[src/rtl/gt_pcs_pkg.sv]
// Shared 64B/66B PCS definitions: block-sync FSM states, sync header codes and default thresholds.
// Purely declarative; no latency or flow-control behaviour of its own.
package gt_pcs_pkg;

  typedef enum logic [1:0] {
    LOCK_INIT,
    TEST_SH,
    SLIP,
    SLIP_WAIT
  } sync_state_e;

  localparam logic [1:0] SYNC_HDR_DATA = 2'b01;
  localparam logic [1:0] SYNC_HDR_CTRL = 2'b10;

  localparam int SH_CNT_MAX_DEF     = 64;
  localparam int SH_INVALID_MAX_DEF = 16;
  localparam int SLIP_WAIT_DEF      = 32;

  function automatic logic sync_hdr_ok(input logic [1:0] hdr);
    return (hdr == SYNC_HDR_DATA) || (hdr == SYNC_HDR_CTRL);
  endfunction

endpackage

[src/rtl/gt_rx_block_sync.sv]
// 64B/66B RX block sync: slips the gearbox until sync headers align, then forwards lock-qualified blocks.
// 1-cycle data latency, no backpressure; define GT_RX_BLOCK_SYNC_STATS_EN for slip/lock-loss counters.
module gt_rx_block_sync #(
  parameter int SH_CNT_MAX     = gt_pcs_pkg::SH_CNT_MAX_DEF,
  parameter int SH_INVALID_MAX = gt_pcs_pkg::SH_INVALID_MAX_DEF,
  parameter int SLIP_WAIT      = gt_pcs_pkg::SLIP_WAIT_DEF
) (
  input  logic        i_clk,
  input  logic        i_rst,
  input  logic [63:0] i_rx_data,
  input  logic        i_rx_valid,
  input  logic [1:0]  i_rx_header,
  input  logic        i_rx_header_valid,
  output logic        o_rx_slipbit,
  output logic        o_block_lock,
  output logic [63:0] o_rx_data,
  output logic [1:0]  o_rx_header,
  output logic        o_rx_valid
`ifdef GT_RX_BLOCK_SYNC_STATS_EN
  ,
  output logic [15:0] o_slip_cnt,
  output logic [15:0] o_lock_loss_cnt
`endif
);
  import gt_pcs_pkg::*;

  localparam int CNT_W  = $clog2(SH_CNT_MAX + 1);
  localparam int INV_W  = $clog2(SH_INVALID_MAX + 1);
  localparam int WAIT_W = $clog2(SLIP_WAIT + 1);

  // The SLIP_WAIT parameter shadows the package state of the same name, hence the qualified references.
  sync_state_e        state_q, state_d;
  logic [CNT_W-1:0]   sh_cnt_q, sh_cnt_d, sh_cnt_inc;
  logic [INV_W-1:0]   sh_invalid_cnt_q, sh_invalid_cnt_d, sh_invalid_inc;
  logic [WAIT_W-1:0]  wait_cnt_q, wait_cnt_d;
  logic               lock_q, lock_d;
  logic [63:0]        rx_data_q, rx_data_d;
  logic [1:0]         rx_header_q, rx_header_d;
  logic               rx_valid_q, rx_valid_d;
  logic               hdr_ok;

  assign hdr_ok         = sync_hdr_ok(i_rx_header);
  assign sh_cnt_inc     = sh_cnt_q + CNT_W'(1);
  assign sh_invalid_inc = sh_invalid_cnt_q + {{(INV_W-1){1'b0}}, ~hdr_ok};

  always_comb begin
    state_d          = state_q;
    sh_cnt_d         = sh_cnt_q;
    sh_invalid_cnt_d = sh_invalid_cnt_q;
    wait_cnt_d       = wait_cnt_q;
    lock_d           = lock_q;
    rx_data_d        = i_rx_data;
    rx_header_d      = i_rx_header;
    rx_valid_d       = i_rx_valid & lock_q;

    unique case (state_q)
      LOCK_INIT: begin
        sh_cnt_d         = '0;
        sh_invalid_cnt_d = '0;
        lock_d           = 1'b0;
        state_d          = TEST_SH;
      end
      TEST_SH: begin
        if (i_rx_header_valid) begin
          sh_cnt_d         = sh_cnt_inc;
          sh_invalid_cnt_d = sh_invalid_inc;
          if (!lock_q) begin
            if (!hdr_ok) begin
              state_d = SLIP;
            end else if (sh_cnt_inc == CNT_W'(SH_CNT_MAX)) begin
              lock_d           = 1'b1;
              sh_cnt_d         = '0;
              sh_invalid_cnt_d = '0;
            end
          // Loss of lock is checked first so it wins over a coincident window end.
          end else if (sh_invalid_inc == INV_W'(SH_INVALID_MAX)) begin
            lock_d  = 1'b0;
            state_d = SLIP;
          end else if (sh_cnt_inc == CNT_W'(SH_CNT_MAX)) begin
            sh_cnt_d         = '0;
            sh_invalid_cnt_d = '0;
          end
        end
      end
      SLIP: begin
        lock_d     = 1'b0;
        wait_cnt_d = '0;
        state_d    = gt_pcs_pkg::SLIP_WAIT;
      end
      gt_pcs_pkg::SLIP_WAIT: begin
        lock_d = 1'b0;
        if (wait_cnt_q == WAIT_W'(SLIP_WAIT - 1)) begin
          sh_cnt_d         = '0;
          sh_invalid_cnt_d = '0;
          state_d          = TEST_SH;
        end else begin
          wait_cnt_d = wait_cnt_q + WAIT_W'(1);
        end
      end
      default: state_d = LOCK_INIT;
    endcase
  end

  always_ff @(posedge i_clk or posedge i_rst) begin
    if (i_rst) begin
      state_q          <= LOCK_INIT;
      sh_cnt_q         <= '0;
      sh_invalid_cnt_q <= '0;
      wait_cnt_q       <= '0;
      lock_q           <= 1'b0;
      rx_data_q        <= '0;
      rx_header_q      <= '0;
      rx_valid_q       <= 1'b0;
    end else begin
      state_q          <= state_d;
      sh_cnt_q         <= sh_cnt_d;
      sh_invalid_cnt_q <= sh_invalid_cnt_d;
      wait_cnt_q       <= wait_cnt_d;
      lock_q           <= lock_d;
      rx_data_q        <= rx_data_d;
      rx_header_q      <= rx_header_d;
      rx_valid_q       <= rx_valid_d;
    end
  end

  assign o_rx_slipbit = (state_q == SLIP);
  assign o_block_lock = lock_q;
  assign o_rx_data    = rx_data_q;
  assign o_rx_header  = rx_header_q;
  assign o_rx_valid   = rx_valid_q;

`ifdef GT_RX_BLOCK_SYNC_STATS_EN
  logic [15:0] slip_cnt_q, slip_cnt_d;
  logic [15:0] lock_loss_cnt_q, lock_loss_cnt_d;

  always_comb begin
    slip_cnt_d      = slip_cnt_q;
    lock_loss_cnt_d = lock_loss_cnt_q;
    if ((state_q == SLIP) && (slip_cnt_q != 16'hFFFF)) begin
      slip_cnt_d = slip_cnt_q + 16'd1;
    end
    // Only FSM-driven drops count; reset clears the counter along with the lock.
    if (lock_q && !lock_d && (lock_loss_cnt_q != 16'hFFFF)) begin
      lock_loss_cnt_d = lock_loss_cnt_q + 16'd1;
    end
  end

  always_ff @(posedge i_clk or posedge i_rst) begin
    if (i_rst) begin
      slip_cnt_q      <= '0;
      lock_loss_cnt_q <= '0;
    end else begin
      slip_cnt_q      <= slip_cnt_d;
      lock_loss_cnt_q <= lock_loss_cnt_d;
    end
  end

  assign o_slip_cnt      = slip_cnt_q;
  assign o_lock_loss_cnt = lock_loss_cnt_q;
`endif

endmodule

[config.mk]
export PLATFORM = sky130hd
export DESIGN_NAME = gt_rx_block_sync
export DESIGN_NICKNAME = d
export VERILOG_FILES = /design/src/rtl/gt_pcs_pkg.sv /design/src/rtl/gt_rx_block_sync.sv
export SDC_FILE = /design/constraint.sdc
export NUM_CORES = 1
export LEC_CHECK = 0
export CORE_MARGIN = 2
export CORE_UTILIZATION = 38
export CTS_BUF_LIST = sky130_fd_sc_hd__clkbuf_8
export CTS_CLUSTER_DIAMETER = 100
export DETAILED_ROUTE_END_ITERATION = 8
export PLACE_DENSITY = 0.75
export SYNTH_ARGS = -nofsm -noshare
export SYNTH_HDL_FRONTEND = slang
export SYNTH_SLANG_ARGS = --single-unit
[constraint.sdc]
create_clock -name i_clk -period 3 [get_ports i_clk]
set_input_delay 0.6 -clock i_clk [delete_from_list [all_inputs] [get_ports i_clk]]
set_output_delay 0.6 -clock i_clk [all_outputs]
set_load 0.02 [all_outputs]
cell_density.png
Drawn at 3 px/µm. 9 x 9 tiles, from black (low) to pale yellow (high), 0 to 100% covered.
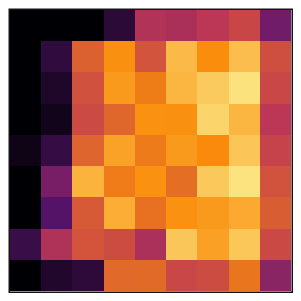
emptiest ninth of the die = north-west
tiles over 75% full = 32%
mean over tiles = 53%
fullest tile = 94%
nearly empty tiles = 11%
standard cell core area: 7770 µm²
initial core utilization: 39.5%
post-route core utilization: 62.0%

detail.png
Window x 34 to 59, y 34 to 59 µm. Cells in gray, sequential cells in the stronger gray; small squares are vias.
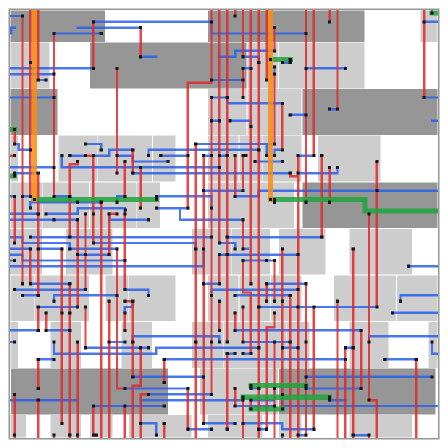
metal 3 -> green
metal 1 -> blue
metal 2 -> red
metal 4 -> orange
sequential cells in the window = 7
most frequent = dfrtp_1 (7), nand3_1 (4), clkdlybuf4s50_1 (4)
netlist names of flops here include = `sh_invalid_cnt_q` (4)
cells with their middle in the window = 52

clocks.png
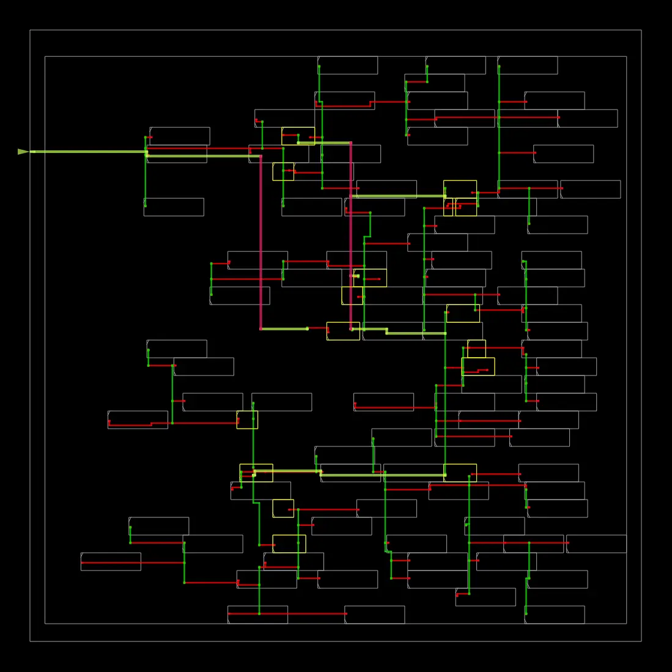
clock sinks: 88
clock latency on the worst-skew pair: 0.35 ns
Inserted Clock Buffers: 9
number of clock buffers in the layout: 9
Final Skew: 0.00875 ns

==> metrics.log <==
[report] implementation figures
INFO  metric largest_register_ff_count = between 60 and 70
INFO  metric grt_use_met2 = approximately a third
INFO  metric rr_startpoint = sh_cnt_q[0]
INFO  metric nMultiInputCombCells = 123
INFO  metric htree_num_levels = 3
INFO  metric cts_max_path_buffers = 2
INFO  metric length_in_cells_of_the_worst_reg_to_reg_path = 6
INFO  metric top_cells_by_count = sky130_fd_sc_hd__dfrtp_1 (88), sky130_fd_sc_hd__nand2_1 (18), sky130_fd_sc_hd__o21ai_0 (12)
INFO  metric drt-total-wl = 8.87 mm
INFO  metric crit_chain = clkdlybuf4s50_1, xnor2_1, ha_1, ha_1, nor3_1, a31o_2, a41o_1, a211o_1
INFO  metric met3RoutedLength = a little under 1 mm
INFO  metric critPathCapture = state_q[0]
INFO  metric timing.setup.critical_path_class = primary input to register
INFO  metric comb_power_share = 29.3%
INFO  metric maxPowerGroup = registers
INFO  metric sh_seq_area = 45.8%
INFO  metric whs_endpoint = wait_cnt_q[5]
INFO  metric holdPathStages = 1
INFO  metric synth.net_count = 304
INFO  metric signal_buffers = 146
INFO  metric critPathMaxFanout = 3
INFO  metric power-per-cell-area = ~620 nW/µm²
INFO  metric drt_first_pass_iters = 4
INFO  metric grt.overflow.total = 0
INFO  metric xor_share = 0.857%
INFO  metric yosysTopAreaCellShare = 71.8%
INFO  metric die_w = 93.8 µm
INFO  metric portBuffers = 138
INFO  metric fraction_of_power_consumed_by_sequential_logic = 46.2%
INFO  metric crit_cells = 8
INFO  metric hold_viol = 0
INFO  metric post_synth_instance_area = 3070 µm²
INFO  metric outcome = finished, final reports clean
INFO  metric placement_stage_worst_setup_slack = ~0.27 ns
INFO  metric ff_latch_area = 2200 µm²
INFO  metric final.min_clock_period = 2.42 ns
INFO  metric critical_path.most_common_cell = sky130_fd_sc_hd__ha_1
Power and IR drop assume default switching activity.
